### Selected gate families

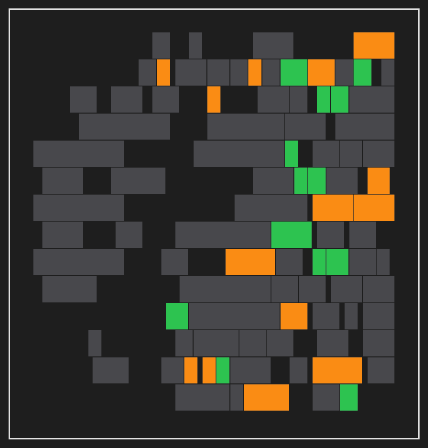
### Placed cells, one color a class

Bar = 10 µm.
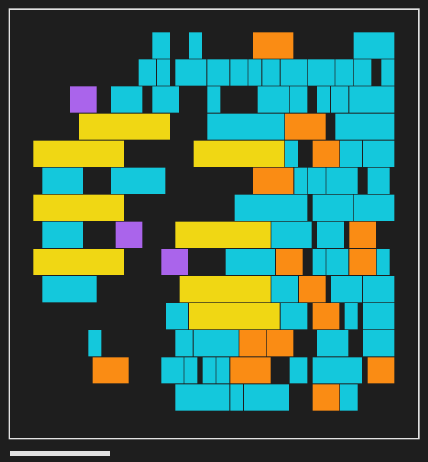
### Metal layers overlaid

Bar = 10 µm. Only two layers are drawn.
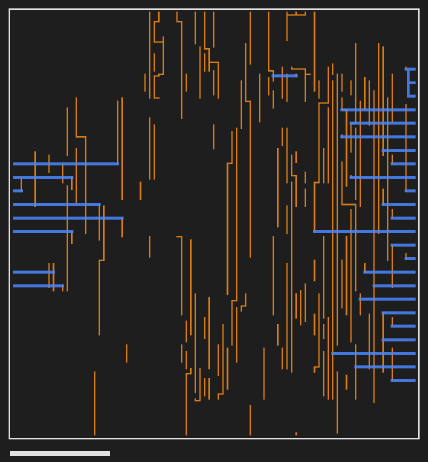
### Sequential cells colored by netlist name

Bar = 10 µm.
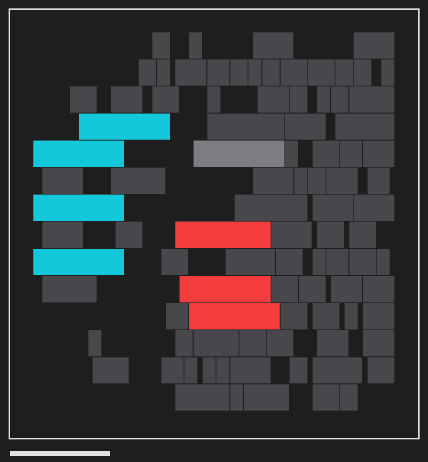
### Congestion heat map

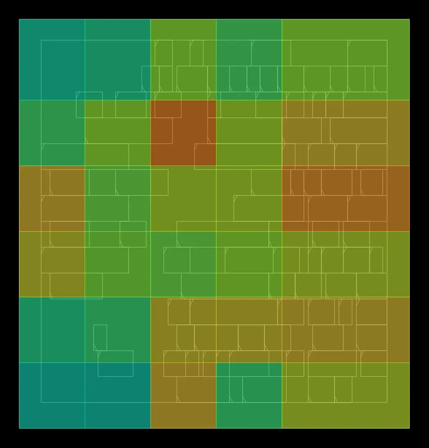
Design phase_control, sky130hd; sources not shown.
==> impl_metrics.csv <==
group,metric,value,unit
placed_design,hpwl,1.09,mm
synth,ys_warn_count,0,
clock_network,clk_pin_slew,0.05,ns
pwr,power.internal,0.000962,W
clock_network,cts-root-buf,"clkbuf_4",
worst_setup_path,end_kind,"flop",
status,violations,"setup timing",
routing,drtPass1Iterations,4,
worst_setup_path,crit_slowest_cell,"dfrtp_1",
floorplan,die_area,0.00176,mm²
synth,ys_chip_area,662,µm²
clock_network,cts_buffer_depth,2,
worst_setup_path,cp_top_family,"flip-flops",
pwr,p_total,0.00157,W
placed_design,io_buffers,0,
synth,syn_nets,106,
synth,syn_area,662,µm²
synth,syn_avg_cell_area,7.97,µm²
sta,fin_crit_sh,110,%
synth,synth-edff-count,0,
pwr,pwr-share-seq,27.4,%
final_layout,finalNetCount,118,
worst_setup_path,critPathMaxStageDelay,0.39,ns
synth,ys_sh_mux,6.81,%
final_layout,largest_reg_flops,4,
sta,fmax,0.616,GHz
pwr,irDropWorstVdd,0.000993,V
synth,yosys.area.top_type,"dfrtp_1",
pwr,share_comb_of_total_power,62.6,%
sta,finalWorstSetupSlack,-0.144,ns
sta,finalSetupViolations,21,
min_path,hold-path-cell-count,1,
global_routing,grt_max_degree,10,
clock_network,clkLatencyLatePin,0.24,ns
clock_network,htreeDepth,1,
status,status,"finished, violations left",
global_routing,gr-total-overflow,0,
## Picture notes: 'Selected gate families'
green -> NAND gates  # cells 13, most used nand2_1
orange -> NOR gates  # cells 14, most used nor2_1
Top cell excl fill/tap: buf_4
combinational share of cell area: 55.9%
fin cells: 109

## Picture notes: 'Placed cells, one color a class'
cyan -> all other logic  # cells 67, share of their area 60%
orange -> other buffers and delay cells  # cells 15, share of their area 15%
yellow -> flip-flops  # cells 8, share of their area 23%
purple -> cells driving clock nets  # cells 3, share of their area 2.6%
Rows: 14
Seq area share: 22.4%
post-layout util: 65.0%
total core area: 0.00138 mm²
post-route cell area: 900 µm²

## Picture notes: 'Metal layers overlaid'
orange -> met2  # wire length 799 µm
blue -> met3  # wire length 148 µm
GR Util All Layers: 18.4%
via count: 624
Routed WL: 1.53 mm
Avg WL per Cell: 14.0 µm

## Picture notes: 'Sequential cells colored by netlist name'
red -> `state`  # sequential cells 3
cyan -> `flags`  # sequential cells 4, where left middle
not colored = 1
Reg area: 201 µm²
P_seq: 0.000431 W

## Picture notes: 'Congestion heat map'
met1 usage: 20.2%
grt met3 use: 5.76%
met2 Usage GRT: 31.3%

==> routing by layer <==
layer / GRT usage (%) / part of all wire, %
met5: 0 / 0
met4: 6.67 / 0
met3: 5.76 / 9.7
met2: 31.3 / 52
met1: 20.2 / 38
==> layout by cell type, fill, tap and decap left out, types with 2 or more instances in the layout <==
cell type / netlist / layout
nand2_1: 5 / 5
buf_6: 0 / 4
and2_4: 0 / 5
inv_1: 6 / 5
o21ai_1: 0 / 2
mux2_4: 0 / 2
nor2_4: 0 / 3
nor3b_1: 3 / 2
buf_4: 5 / 10
nand2b_1: 2 / 2
and2_1: 7 / 2
nor2_1: 9 / 5
o21ai_0: 6 / 4
dfrtp_1: 8 / 7
mux2_2: 4 / 2
nor2b_4: 0 / 2
nand3_1: 4 / 4
a21oi_1: 4 / 2
clkbuf_4: 0 / 3
==> layout make-up <==
type                    instances  area (µm²)  share of cell area [%]
clock buffers                   3        22.5                    2.50
inverters                       6        22.5                    2.50
multi-input cells              61         503                    55.9
flip-flops and latches          8         201                    22.4
well taps                      16        20.0                    2.23
repair buffers                 15         130                    14.5
==> metrics by stage <==
step	cell area [µm²]	TNS (ns)	instances	hold WS [ns]	util [%]
floorplan	672	0	83	0.112	-
global placement	692	0	98	0.145	50.0
detailed placement	692	0	98	0.148	50.0
CTS	845	-1.48	108	0.154	61.0
global route	900	-3.34	109	0.125	65.0
finish	900	-1.55	109	0.137	65.0
==> logic make-up after synthesis <==
group | Yosys count
AND-OR/OR-AND | 18
XOR/XNOR | 1
buffers and inverters | 14
flip-flops | 8
multiplexers | 4
AND/OR/NAND/NOR | 38
==> what timing repair did <==
item / 4_1_cts / 5_1_grt
pin swaps: 7 / 3
hold buffers: 1 / 0
buffers inserted: 6 / 1
setup endpoints to repair: 30 / 32
hold endpoints to repair: 8 / 0
gates resized: 22 / 11
==> power groups by stage <==
stage | Combinational [W] | Clock [W] | Sequential [W]
floorplan | 0.000561 | 0 | 0.000414
global placement | 0.000637 | 0 | 0.000436
detailed placement | 0.000648 | 0 | 0.000436
CTS | 0.000886 | 0.000167 | 0.000426
global route | 0.00109 | 0.000177 | 0.000448
finish | 0.000985 | 0.000158 | 0.000431
Power figures rest on the tool's default switching activity, not on a simulated workload.
